### Power grid

The bar under the picture is 50 um long. Pins as bars on the die edge.
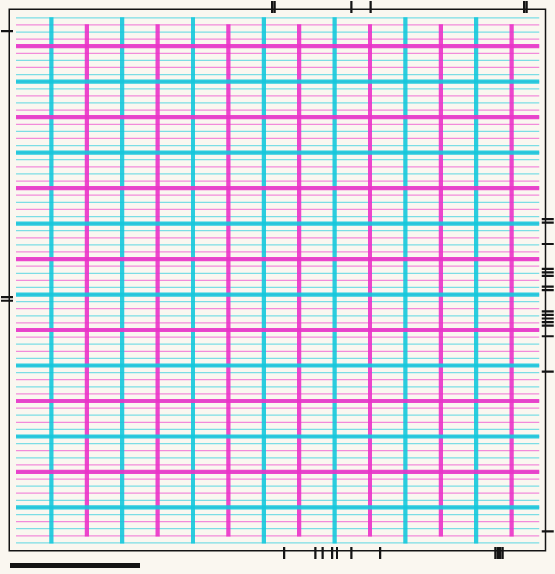
### The clock network

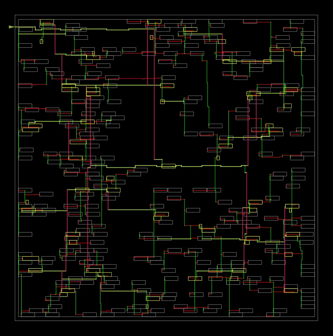
### Wiring by layer

The bar under the picture is 50 um long. Only two layers are drawn.
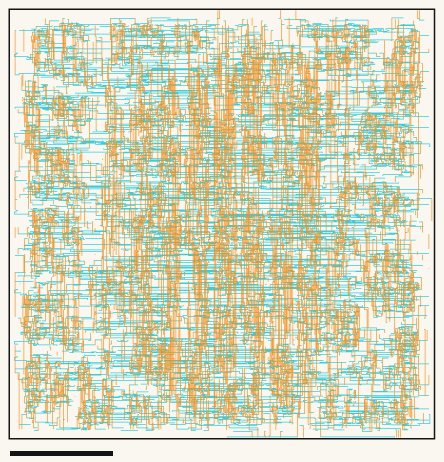
**config.mk**
```make
export PLATFORM = sky130hd
export DESIGN_NAME = axi_id_remap_table
export DESIGN_NICKNAME = d
export VERILOG_FILES = /design/src/rtl/axi_id_remap_pkg.sv /design/src/rtl/axi_id_remap_lzc.sv /design/src/rtl/axi_id_remap_table.sv
export SDC_FILE = /design/constraint.sdc
export NUM_CORES = 1
export LEC_CHECK = 0
export ABC_AREA = 1
export CAP_MARGIN = 20
export CORE_AREA = 2 2 203 205
export DETAILED_ROUTE_END_ITERATION = 7
export DIE_AREA = 0 0 205 207
export MAX_ROUTING_LAYER = met4
export PLACE_DENSITY = 0.64
export SETUP_SLACK_MARGIN = 0.2
export SYNTH_ARGS = -nofsm -noshare
export SYNTH_HDL_FRONTEND = slang
export SYNTH_SLANG_ARGS = --single-unit
```
**constraint.sdc**
```tcl
create_clock -name clk_i -period 5.5 [get_ports clk_i]
set_clock_uncertainty 0.15 [all_clocks]
set_input_delay 0.825 -clock clk_i [delete_from_list [all_inputs] [get_ports clk_i]]
set_output_delay 0.825 -clock clk_i [all_outputs]
set_load 0.005 [all_outputs]
```
**src/rtl/axi_id_remap_pkg.sv**
```systemverilog
// Shared types for the AXI ID remap table: slot entry layout and counter sizing.
package axi_id_remap_pkg;

    // Entry fields are sized for the widest supported configuration; unused upper bits stay zero.
    localparam int TAG_W_MAX = 32;
    localparam int CNT_W_MAX = 8;

    function automatic int cnt_width(input int max_txns);
        return $clog2(max_txns + 1);
    endfunction

    typedef struct packed {
        logic                 valid;
        logic [TAG_W_MAX-1:0] tag;
        logic [CNT_W_MAX-1:0] cnt;
    } slot_entry_t;

endpackage

```
**src/rtl/axi_id_remap_lzc.sv**
```systemverilog
// Lowest-index free slot finder over the slot valid vector; empty_o means no slot is free.
module axi_id_remap_lzc #(
    parameter int N     = 16,
    parameter int IDX_W = 4
) (
    input  logic [N-1:0]     valid_i,
    output logic [IDX_W-1:0] idx_o,
    output logic             empty_o
);

    always_comb begin
        idx_o   = '0;
        empty_o = 1'b1;
        for (int i = N - 1; i >= 0; i--) begin
            if (!valid_i[i]) begin
                idx_o   = IDX_W'(i);
                empty_o = 1'b0;
            end
        end
    end

endmodule

```
**src/rtl/axi_id_remap_table.sv**
```systemverilog
// Maps upstream AXI IDs onto a small pool of downstream IDs with per-slot outstanding counts.
// Define AXI_ID_REMAP_TABLE_STATS_EN to drive used_slots_o with a registered occupancy count.
module axi_id_remap_table
    import axi_id_remap_pkg::*;
#(
    parameter int AXI_ID_IN  = 8,
    parameter int AXI_ID_OUT = 4,
    parameter int ID_SLOT    = 16,
    parameter int MAX_TXNS   = 4
) (
    input  logic                         clk_i,
    input  logic                         rst_ni,
    input  logic                         push_valid_i,
    output logic                         push_ready_o,
    input  logic [AXI_ID_IN-1:0]         push_id_i,
    output logic [AXI_ID_OUT-1:0]        push_out_id_o,
    input  logic                         pop_valid_i,
    input  logic [AXI_ID_OUT-1:0]        pop_out_id_i,
    output logic [AXI_ID_IN-1:0]         pop_in_id_o,
    output logic                         pop_err_o,
    output logic                         full_o,
    output logic [$clog2(ID_SLOT+1)-1:0] used_slots_o
);

    localparam int IDX_W  = (ID_SLOT > 1) ? $clog2(ID_SLOT) : 1;
    localparam int CNT_W  = cnt_width(MAX_TXNS);
    localparam int USED_W = $clog2(ID_SLOT + 1);
    localparam logic [CNT_W_MAX-1:0] CNT_MAX = CNT_W_MAX'(MAX_TXNS);
    localparam logic [CNT_W_MAX-1:0] CNT_ONE = CNT_W_MAX'(1);

    if (ID_SLOT > 2**AXI_ID_OUT) begin : g_chk_slots
        $error("ID_SLOT exceeds the downstream ID space");
    end
    if (AXI_ID_IN > TAG_W_MAX || CNT_W > CNT_W_MAX) begin : g_chk_widths
        $error("ID or counter width exceeds slot entry field width");
    end

    slot_entry_t            entry_q [ID_SLOT];
    slot_entry_t            entry_d [ID_SLOT];
    logic [ID_SLOT-1:0]     valid_vec;
    logic                   hit;
    logic [IDX_W-1:0]       hit_idx;
    logic [CNT_W_MAX-1:0]   hit_cnt;
    logic [IDX_W-1:0]       free_idx;
    logic                   none_free;
    logic [IDX_W-1:0]       grant_idx;
    logic                   push_fire;
    logic                   pop_ok;
    logic [IDX_W-1:0]       pop_idx;
    logic [AXI_ID_IN-1:0]   pop_tag;
    logic [ID_SLOT-1:0]     inc_vec;
    logic [ID_SLOT-1:0]     dec_vec;

    always_comb begin
        valid_vec = '0;
        hit       = 1'b0;
        hit_idx   = '0;
        hit_cnt   = '0;
        for (int i = 0; i < ID_SLOT; i++) begin
            valid_vec[i] = entry_q[i].valid;
            if (entry_q[i].valid && entry_q[i].tag == TAG_W_MAX'(push_id_i)) begin
                hit     = 1'b1;
                hit_idx = IDX_W'(i);
                hit_cnt = entry_q[i].cnt;
            end
        end
    end

    axi_id_remap_lzc #(
        .N     (ID_SLOT),
        .IDX_W (IDX_W)
    ) u_lzc (
        .valid_i (valid_vec),
        .idx_o   (free_idx),
        .empty_o (none_free)
    );

    // A saturated hit stalls rather than spilling the ID into a second slot, keeping AXI ordering.
    assign push_ready_o  = hit ? (hit_cnt < CNT_MAX) : !none_free;
    assign grant_idx     = hit ? hit_idx : free_idx;
    assign push_out_id_o = AXI_ID_OUT'(grant_idx);
    assign push_fire     = push_valid_i & push_ready_o;
    assign full_o        = none_free;

    always_comb begin
        pop_ok  = 1'b0;
        pop_idx = '0;
        pop_tag = '0;
        for (int i = 0; i < ID_SLOT; i++) begin
            if (pop_out_id_i == AXI_ID_OUT'(i) && entry_q[i].valid) begin
                pop_ok  = 1'b1;
                pop_idx = IDX_W'(i);
                pop_tag = entry_q[i].tag[AXI_ID_IN-1:0];
            end
        end
    end

    assign pop_in_id_o = pop_tag;
    assign pop_err_o   = rst_ni & pop_valid_i & ~pop_ok;

    always_comb begin
        inc_vec = '0;
        dec_vec = '0;
        for (int i = 0; i < ID_SLOT; i++) begin
            entry_d[i] = entry_q[i];
            inc_vec[i] = push_fire && (grant_idx == IDX_W'(i));
            dec_vec[i] = pop_valid_i && pop_ok && (pop_idx == IDX_W'(i));
            if (inc_vec[i] && !dec_vec[i]) begin
                if (!entry_q[i].valid) begin
                    entry_d[i].valid = 1'b1;
                    entry_d[i].tag   = TAG_W_MAX'(push_id_i);
                    entry_d[i].cnt   = CNT_ONE;
                end else begin
                    entry_d[i].cnt = entry_q[i].cnt + CNT_ONE;
                end
            end else if (dec_vec[i] && !inc_vec[i]) begin
                if (entry_q[i].cnt == CNT_ONE) begin
                    entry_d[i] = '0;
                end else begin
                    entry_d[i].cnt = entry_q[i].cnt - CNT_ONE;
                end
            end
        end
    end

    always_ff @(posedge clk_i or negedge rst_ni) begin
        if (!rst_ni) begin
            for (int i = 0; i < ID_SLOT; i++) begin
                entry_q[i] <= '0;
            end
        end else begin
            for (int i = 0; i < ID_SLOT; i++) begin
                entry_q[i] <= entry_d[i];
            end
        end
    end

`ifdef AXI_ID_REMAP_TABLE_STATS_EN
    logic [USED_W-1:0] used_d;
    logic [USED_W-1:0] used_q;

    always_comb begin
        used_d = '0;
        for (int i = 0; i < ID_SLOT; i++) begin
            used_d = used_d + USED_W'(entry_d[i].valid);
        end
    end

    always_ff @(posedge clk_i or negedge rst_ni) begin
        if (!rst_ni) begin
            used_q <= '0;
        end else begin
            used_q <= used_d;
        end
    end

    assign used_slots_o = used_q;
`else
    assign used_slots_o = '0;
`endif

endmodule

```
==> results.json <==
{
  "place_worst_setup_slack_ns": -0.1236,
  "sh_comb_area_pct": 45.73,
  "synth-adder-area-share_pct": 4.005,
  "maxSlewHeadroom_pct": 43.06,
  "setup.worst_path.start_class": "input pin",
  "logic_family": "simple AND/OR/NAND/NOR gates",
  "top_cell_by_count_worst_path": "buf_4",
  "antenna_found_initial": 0,
  "xor_area_share_pct": 4.030,
  "setup_viol": 0,
  "critical_path.slowest_cell": "a2111oi_0",
  "leakagePower_nw": 11.52,
  "endpoint_kind": "output port",
  "synth_seq_share_pct": 34.04,
  "insertedDiodeCount": 1,
  "yosys_area_sq_mm": 0.02000,
  "routed_length_per_placed_instance_um": 19.63,
  "clock_tree.root_cell": "clkbuf_16",
  "cts_max_path_buffers": 3,
  "cp-startpoint": "push_id_i[3]",
  "drt_drc_violations_left": 0,
  "grt_max_degree": 64,
  "grt_use_total_pct": 35.02,
  "average_instance_area_after_synthesis_sq_um": 6.946,
  "tritoncts_num_sinks": 272,
  "placedCellCount": 3645,
  "post_synth_ao_oa_area_fraction_pct": 21.49,
  "r2r_start": "entry_q[450]",
  "synth.ff_latch_count": 272,
  "critical_path.max_fanout": 11,
  "timing.reg2reg.worst_path_depth": 34,
  "timing_worst_setup_path_type": "input pin to output port",
  "core_sq_mm": 0.04037,
  "worst-endpoint-arrival_ns": 3.95,
  "numCtsBuffers": 36,
  "irDropWorstVdd_mv": 0.3608,
  "die_x_um": 205,
  "wire_length_of_the_first_global_routing_pass_um": 113600,
  "detailedRoute.firstPassIterationCount": 7,
  "grt_use_met2_pct": 49.92,
  "ys_sh_simple_pct": 25.32,
  "finish.cell_count_without_fillers": 3713,
  "cap_viol_max_count": 0,
  "run_status": "finished clean",
  "detailed_place.area_sq_mm": 0.02280,
  "routed.top_layer": "met4",
  "flop_cell": "dfrtp_1",
  "top_level_pins": 36,
  "multiInputGateArea_sq_mm": 0.01110,
  "synth_cells": 2879,
  "final_max_slew_viol_count": 0,
  "hold-worst-slack_ns": 0.3488,
  "buf_share_pct": 10.98,
  "final.signal_buffer_count": 316,
  "min_path_type": "flip-flop to flip-flop",
  "worst_hold_path.num_cells": 2,
  "total_power_mw": 7.472,
  "via_count": 21640,
  "yosysWarnings": 0,
  "layout-drive-gt1-share_pct": 12.48,
  "max_freq_mhz": 203.2,
  "synth.area.mux_share_pct": 0,
  "final.period_utilization_pct": 89.50,
  "globalRouteMet1Util_pct": 50.86,
  "non_clock_inverter_count": 466,
  "starting_density_of_the_core_pct": 49.54,
  "min_from": "entry_q[209]",
  "gr-total-overflow": 0,
  "required_ns": 4.53,
  "fin_nets": 3234,
  "final_hold_viol_count": 0,
  "area.share.sequential_pct": 28.05,
  "cts_tree": "yes",
  "routed_wl_um": 72900,
  "met3RoutedLength_um": 7222,
  "worstPathCellList": "dlymetal6s2s_1 > inv_4 > buf_4 > buf_4 > o22ai_1 > a2111oi_0 > and3_2 > inv_1 > nand2_1 > buf_4 > inv_1 > nand2_1 > a31oi_1 > nand2_1 > buf_4 > clkdlybuf4s50_1",
  "layout.core_utilization_pct": 60.11,
  "globalRouteMet3Util_pct": 5.554,
  "powerDensity_mw_per_mm2": 308.0,
  "hpwl_um": 55460,
  "worst_slew_pin_slew_ns": 0.8542,
  "largest_reg_flops": 272,
  "timing.final.crit_period_ns": 4.922,
  "io_buffer_count": 30,
  "initialDrtViolationCount": 2486,
  "final_antenna_net_count": 0,
  "totalNegativeSetupSlack_ns": 0,
  "edf_count": 0,
  "warnings": 58,
  "max_stage_delay_ns": 0.48,
  "layout.cells.largest_class": "combinational gates",
  "place.gp.congestion": 1.042,
  "synth.yosys.num_cells": 2879,
  "post_synth_instance_area_sq_mm": 0.02000,
  "num_rows": 74,
  "avgViaCountPerCell": 5.828,
  "via_count_of_the_first_global_routing_pass": 19970,
  "area_growth_pct": 21.34,
  "top_register": "entry_q",
  "die_y_um": 207,
  "design.die.area_sq_mm": 0.04244,
  "clk_transition_reported_paths_ns": 0.05,
  "detail_route.wirelength.met1_um": 32540,
  "comb_cells": 2062
}
-- 'Power grid' (at the start) --
legend:
  cyan:
    net: VSS
  magenta:
    net: VDD
met1 rails: 75
met4 straps: 14

-- 'The clock network' (at the start) --
total clock network power: 2.55 mW
Clk Latency, worst-skew pair: 0.57 ns
number of sequential cells: 272

-- 'Wiring by layer' (at the start) --
legend:
  cyan:
    layer: M1
    wire_length: 32.5 mm
  orange:
    layer: M2
    wire_length: 31.0 mm

-- power breakdown --
group          switching [mW]  leakage (nW)  internal (mW)  total (mW)
clock network           0.970         0.631           1.58        2.55
registers               0.408          2.85           2.30        2.71
logic                    1.39          8.05          0.821        2.21
-- what timing repair did --
item,CTS,global route
hold endpoints to repair,31,0
resized,11,38
hold buffers,1,0
pin swaps,0,4
buffers inserted,0,2
setup endpoints to repair,10,60
cloned,0,0
-- critical path, delay by kind of cell --
family                 cells  cell delay [ns]
and+or+nand+nor            4             0.77
buffers and inverters      9             1.70
AOI/OAI and AO/OA          3             0.63
-- cell usage after synthesis, types with 50 or more instances --
| cell | n | area share, % |
|---|---|---|
| nand4_1 | 50 | 1.6 |
| a21oi_1 | 154 | 3.9 |
| o22ai_1 | 141 | 4.4 |
| nor2_1 | 282 | 5.3 |
| xor2_1 | 82 | 3.6 |
| ha_1 | 64 | 4.0 |
| nand3_1 | 175 | 4.4 |
| nor3_1 | 104 | 2.6 |
| nand2_1 | 504 | 9.5 |
| o21ai_0 | 267 | 6.7 |
| dfrtp_1 | 272 | 34 |
| inv_1 | 449 | 8.4 |
-- final timing paths --
kind,slack [ns],endpoint
min in group asynchronous,0.59,entry_q[45]
min reg2reg,0.35,entry_q[209]
min,0.35,entry_q[209]
max reg2reg,1.03,entry_q[500]
max in group asynchronous,2.66,entry_q[410]
max,0.58,push_out_id_o[2]
-- cell usage in the layout, fill, tap and decap left out, types with 102 or more instances in the layout --
master	n
nor2_1	281
dfrtp_1	272
nand2_1	502
inv_1	449
a21oi_1	151
o22ai_1	141
o21ai_0	267
nor3_1	102
buf_4	268
nand3_1	175
No activity file was given, so power comes from the tool's default toggle rates.
